Fig. 1: run 1, local utilization
11 x 11 tiles, from white (low) to dark blue (high), 0 to 100% covered.
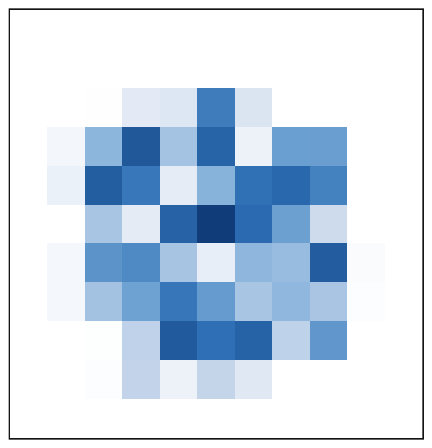
Fig. 2: run 1, sequential cells coloured by netlist name
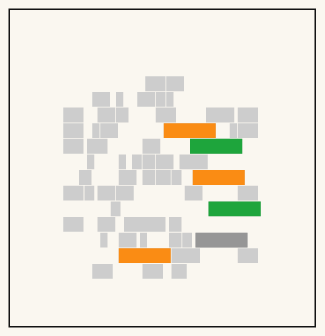
Fig. 3: run 1, metal 2
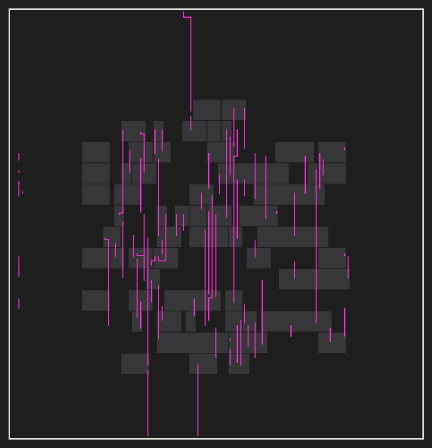
Fig. 4: run 1, M1 wires
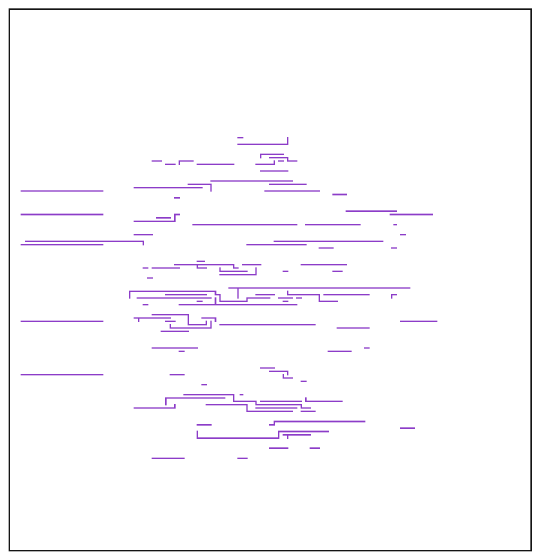
## config.mk

```make
export PLATFORM = sky130hd
export DESIGN_NAME = gray_counter
export DESIGN_NICKNAME = d
export VERILOG_FILES = /design/src/rtl/gray_counter.sv
export SDC_FILE = /design/constraint.sdc
export NUM_CORES = 1
export LEC_CHECK = 0
export CELL_PAD_IN_SITES_DETAIL_PLACEMENT = 0
export CELL_PAD_IN_SITES_GLOBAL_PLACEMENT = 1
export CORE_AREA = 8 8 45 47
export CTS_BUF_LIST = sky130_fd_sc_hd__clkbuf_8
export DETAILED_ROUTE_END_ITERATION = 8
export DIE_AREA = 0 0 53 55
export GPL_ROUTABILITY_DRIVEN = 0
export HOLD_SLACK_MARGIN = 0.15
export PLACE_DENSITY_LB_ADDON = 0.2
export RECOVER_POWER = 25
export SLEW_MARGIN = 15
export SYNTH_ARGS = -nofsm -noshare
export SYNTH_HDL_FRONTEND = slang
export SYNTH_SLANG_ARGS = --single-unit
export TNS_END_PERCENT = 30
```

## constraint.sdc

```tcl
create_clock -name clk -period 4.6 [get_ports clk]
set_clock_uncertainty 0.05 [all_clocks]
set_input_delay 1.38 -clock clk [delete_from_list [all_inputs] [get_ports clk]]
set_output_delay 1.38 -clock clk [all_outputs]
set_load 0.005 [all_outputs]
```

## src/rtl/gray_counter.sv

```systemverilog
// gray_counter: up/down binary counter with registered binary or Gray output
// Ports:
//    clk        rising-edge clock
//    reset      asynchronous active-high reset
//    en         count enable (ignored while load is high)
//    up         direction, 1 = increment, 0 = decrement
//    load       synchronous load, priority over en
//    load_gray  load_val is Gray-coded when high
//    load_val   value to load
//    select     output format, 1 = Gray, 0 = binary
//    out        registered count in the selected format
//    wrap       one-cycle pulse when a count step crossed the wrap boundary
module gray_counter #(
   parameter int WIDTH = 3
) (
   input  logic             clk,
   input  logic             reset,
   input  logic             en,
   input  logic             up,
   input  logic             load,
   input  logic             load_gray,
   input  logic [WIDTH-1:0] load_val,
   input  logic             select,
   output logic [WIDTH-1:0] out,
   output logic             wrap
);
   localparam logic [WIDTH-1:0] ONE = {{(WIDTH-1){1'b0}}, 1'b1};
   function automatic logic [WIDTH-1:0] bin2gray(input logic [WIDTH-1:0] b);
      return b ^ (b >> 1);
   endfunction
   function automatic logic [WIDTH-1:0] gray2bin(input logic [WIDTH-1:0] g);
      logic [WIDTH-1:0] b;
      b[WIDTH-1] = g[WIDTH-1];
      for (int i = WIDTH - 2; i >= 0; i--) b[i] = b[i+1] ^ g[i];
      return b;
   endfunction
   logic [WIDTH-1:0] cnt_q, cnt_d, out_q, out_d;
   logic             wrap_q, wrap_d;
   always_comb begin
      cnt_d  = load ? (load_gray ? gray2bin(load_val) : load_val)
             : en ? (up ? cnt_q + ONE : cnt_q - ONE) : cnt_q;
      // loads never report a wrap, even when they jump across the boundary
      wrap_d = !load && en && (up ? &cnt_q : ~|cnt_q);
      out_d  = select ? bin2gray(cnt_d) : cnt_d;
   end
   always_ff @(posedge clk or posedge reset) begin
      if (reset) begin
         cnt_q  <= '0;
         out_q  <= '0;
         wrap_q <= 1'b0;
      end else begin
         cnt_q  <= cnt_d;
         out_q  <= out_d;
         wrap_q <= wrap_d;
      end
   end
   assign out  = out_q;
   assign wrap = wrap_q;
endmodule
```

==> flow_metrics.tcl, run 1 <==
# yosys + openroad results
set metrics [dict create \
    cts.repair.resized 0 \
    place_area_um2 556.8 \
    htreeDepth 1 \
    cts_inserted_buffers 3 \
    die_x_um 53 \
    synth_flops 6 \
    endpoint_kind "flip-flop" \
    path_cells "clkdlybuf4s50_1 > inv_1 > fa_1 > xnor2_1 > nor4b_1 > a221oi_1 > xnor2_1" \
    syn-cell-area_um2 430.4 \
    fp_util_pct 31.10 \
    insertion_delay_ps 220 \
    syn_inst 46 \
    status "complete, no violations" \
    core_area_um2 1384 \
    die_h_um 55 \
    peakVddDrop_mv 0.1327 \
    port_buffers 13 \
    cts_root_buffer "clkbuf_8" \
    grt_start_max_net_pins 12 \
    synth_seq_share_pct 34.88 \
    track_usage_pct 7.523 \
    warning_count 26 \
    ys_chip_area_um2 430.4 \
    max-cap-violations 0 \
    syn_area_per_cell_um2 9.357 \
    top_area_share_pct 34.88 \
    rows 14 \
]
About Fig. 1:
nearly empty tiles	55%
fullest tile	95%
emptiest ninth of the die	north-east
mean over tiles	20%
densest ninth of the die	centre

About Fig. 2:
signal	colour	flops
cnt_q	orange	3
out	green	2
not coloured	1
FF/Latch Area: 150.1 um2
Seq. pwr: 0.0723 mW

About Fig. 3:
main direction	vertical
nets with wire on the layer	57
longest straight run	19.7 um
share of all routed wire	44%
wire length on this layer	385 um
drt total wl: 884 um
met2 usage in global routing: 10.55%

About Fig. 4:
nets with wire on the layer	61
longest straight run	18.4 um
wire length on this layer	404 um
total number of vias: 357
met1 GRT Util: 8.937%

run 1: through the flow:
step,util (%),hold WS (ps),setup WS (ps),cells
after floorplan,-,531.0,1962,46
after global placement,40.24,586.1,1276,72
after detailed placement,40.24,573.7,1255,72
after CTS,43.22,591.6,1470,75
after global routing,43.22,623.6,1313,75
final,43.22,588.3,1496,75
run 1: registers in the layout, indices dropped and copies added, names as in the netlist:
name,cells
cnt_q,3
out,2
wrap,1
run 1: synthesized netlist by cell type, drive strengths merged:
master	n
nand2	4
a221oi	1
nor2	1
or4	1
mux2i	1
a21oi	4
a31oi	2
a211oi	1
nand4	1
xor2	6
buf	3
o21ai	2
nand2b	2
dfrtp	6
fa	1
and3b	1
inv	3
nor4b	2
nor2b	1
xnor2	3
run 1: metal layers:
layer | track usage (%) | vias to the layer above
li1 | - | 183
met1 | 8.937 | 157
met2 | 10.55 | 13
met3 | 1.872 | 4
met4 | 7.759 | 0
met5 | 0 | -
run 1: worst paths after layout:
kind                           from        to  cells past startpoint
setup / recovery                 up    out[1]                      7
hold / removal             cnt_q[1]      wrap                      2
setup reg to reg           cnt_q[0]    out[1]                      5
hold reg to reg            cnt_q[1]      wrap                      2
max in group asynchronous     reset  cnt_q[2]                      2
min in group asynchronous     reset  cnt_q[0]                      2
run 1: tightest hold or removal path: stages (launching register included):
cell     delay, ps
dfrtp_1        420
nand4_1        120
a21oi_1         60
run 1: cell families after synthesis:
family / after synthesis / synth area share (%)
fa+ha+maj: 1 / 4.651
mux: 1 / 2.326
xor+xnor: 9 / 18.31
flops: 6 / 34.88
compound gates: 10 / 13.66
buf+inv: 6 / 8.139
simple gates: 13 / 18.02
run 1: report_power, final:
group | total [mW] | switching [mW] | internal [mW]
sequential | 0.0723 | 0.00961 | 0.0627
clock | 0.0777 | 0.0216 | 0.0561
combinational | 0.0611 | 0.0246 | 0.0364
total | 0.211 | 0.0558 | 0.155
run 1: area by class of cell:
type	count	area, um2
multi-input cells	34	245.2
fillers	156	785.8
clock buffers	3	41.29
repair buffers	13	130.1
well taps	16	20.02
inverters	3	11.26
flip-flops and latches	6	150.1
Fig. 5: run 1, cell outlines without signal wires
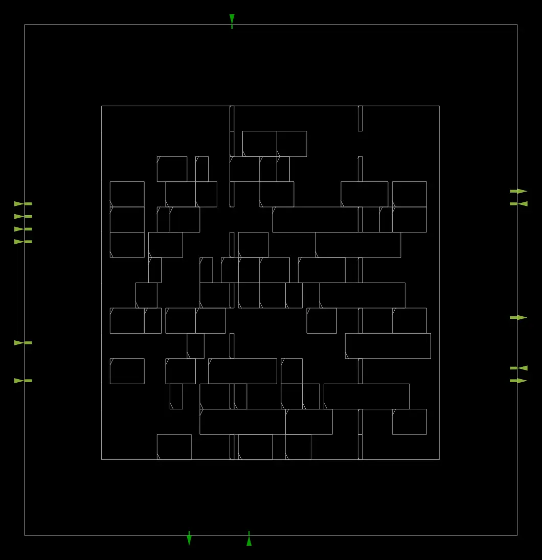

==> inputs of run 2 (changes only) <==
CORE_AREA = not set   (was 8 8 45 47)
CORE_MARGIN = 8   (was not set)
CORE_UTILIZATION = 33   (was not set)
DIE_AREA = not set   (was 0 0 53 55)
clock period = 3.26 ns   (was 4.6 ns; I/O delays follow)
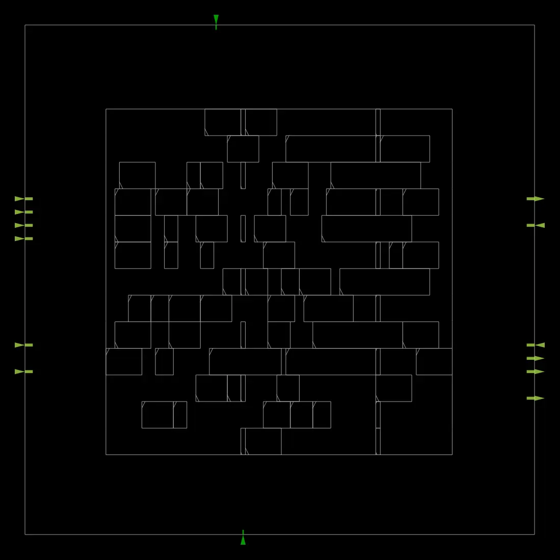
Fig. 6. Cell outlines without signal wires (run 2).
# Taps: 15
Final Non-Filler Cells: 74
core area: 1252 um2
num rows: 13

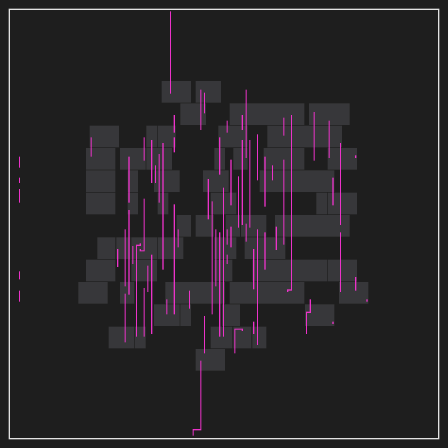
Fig. 7. Metal 2 (run 2).
longest straight run	21.3 um
main direction	vertical
nets with wire on the layer	58

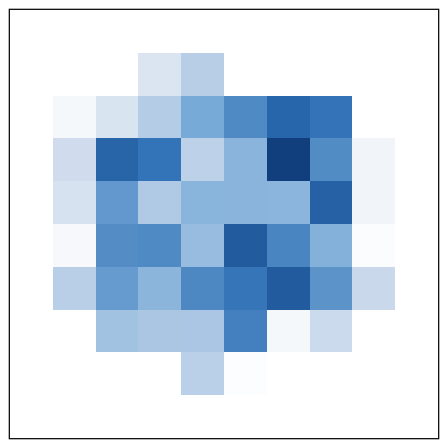
Fig. 8. Local utilization (run 2).
10 x 10 tiles, from white (low) to dark blue (high), 0 to 100% covered.
fullest tile	94%
densest ninth of the die	centre
nearly empty tiles	52%
mean over tiles	21%
tiles over 75% full	6.0%
emptiest ninth of the die	south-east

==> run 2 against run 1 <==
Synthesized cell count is the same; register-to-register slack lost 1400 ps; clock power grew 38%; flip-flop count is the same; area after synthesis is the same; via count grew 0.28%; sequential power grew 41%; core utilization grew 4.4 points; wire length shrank 0.57%; worst hold slack gained 18 ps; largest cell class unchanged; largest power group unchanged.
==> flow_metrics.tcl, run 2 <==
# yosys + openroad results
set metrics [dict create \
    syn_area_per_cell_um2 9.357 \
    die_x_um 52.12 \
    top_cells_by_count "dfrtp_1 (6), xor2_1 (6), a21oi_1 (4), nand2_1 (4)" \
    endpoint_kind "flip-flop" \
    htreeDepth 1 \
    syn_inst 46 \
    grt_start_max_net_pins 12 \
    top_register "cnt_q" \
    routed_wirelength_um 879 \
    flop_cell "dfrtp_1" \
    insertion_delay_ps 220 \
    warning_count 26 \
    hold_ws_ps 605.9 \
    final_util_pct 47.65 \
    max-cap-violations 0 \
    edf_count 0 \
    cts_inserted_buffers 3 \
    top_area_share_pct 34.88 \
    dp_cells 71 \
    synthArstFlopShare_pct 100.0 \
    port_buffers 13 \
    path_cells "clkdlybuf4s50_1 > inv_1 > fa_1 > xnor2_1 > nor4b_1 > a221oi_1 > xnor2_1" \
    peakVddDrop_mv 0.1332 \
    fp_util_pct 34.37 \
    num_vias 358 \
    syn-cell-area_um2 430.4 \
    status "complete, no violations" \
    synth_seq_share_pct 34.88 \
    largest_register_ffs 3 \
    cts_root_buffer "clkbuf_8" \
]
==> run 2: worst paths after layout <==
kind	from	to	slack (ps)	cells past startpoint
max in group asynchronous	reset	out[1]	1920	2
max	up	out[1]	510	7
max reg2reg	cnt_q[0]	out[1]	1440	5
min in group asynchronous	reset	cnt_q[0]	1060	2
min	cnt_q[1]	wrap	610	2
min reg2reg	cnt_q[1]	wrap	610	2
==> run 2: kinds of logic (layout without fill, tap and decap cells) <==
| kind of cell | Yosys count | count (layout) | share of synthesized area, % |
|---|---|---|---|
| AOI/OAI and AO/OA | 10 | 10 | 13.66 |
| and+or+nand+nor | 13 | 13 | 18.02 |
| muxes | 1 | 1 | 2.326 |
| xor gates and xnor gates | 9 | 9 | 18.31 |
| adders and majority gates | 1 | 1 | 4.651 |
| buffers and inverters | 6 | 19 | 8.139 |
| DFF | 6 | 6 | 34.88 |
==> run 2: cell type report <==
type / count / area [um2]
fill: 129 / 655.6
tap: 15 / 18.77
clock buffer: 3 / 41.29
inverter: 3 / 11.26
timing repair buffer: 13 / 130.1
sequential: 6 / 150.1
multi-input combinational: 34 / 245.2
==> run 2: routing by layer <==
metal	track usage (%)	part of all wire, %	vias up
met5	0	0	-
met4	5.310	0.91	0
met3	3.419	9.7	2
met2	11.00	44	12
met1	9.344	45	161
li1	-	-	183
==> run 2: metrics by stage <==
step / setup WS (ps) / instance area, um2 / total power, mW
2_1_floorplan: 1024 / 430.4 / 0.1520
3_3_place_gp: 307.9 / 555.5 / 0.1906
3_5_place_dp: 301.9 / 555.5 / 0.1911
4_1_cts: 515.7 / 596.8 / 0.3004
5_1_grt: 394.3 / 596.8 / 0.3145
6_report: 511.6 / 596.8 / 0.2953
==> run 2: worst register-to-register path, cell delays in order, from the launching register on <==
cell and delay [ps]:
dfrtp_1 450, fa_1 430, xnor2_1 250, nor4b_1 80, a221oi_1 330, xnor2_1 160
==> run 2: where the power goes <==
| group | switching, mW | internal (mW) | total [mW] | leakage, nW |
|---|---|---|---|---|
| sequential | 0.0133 | 0.0885 | 0.102 | 0.0718 |
| combinational | 0.0353 | 0.0512 | 0.0865 | 0.150 |
| clock | 0.0280 | 0.0790 | 0.107 | 0.0216 |
Power and IR drop assume default switching activity.
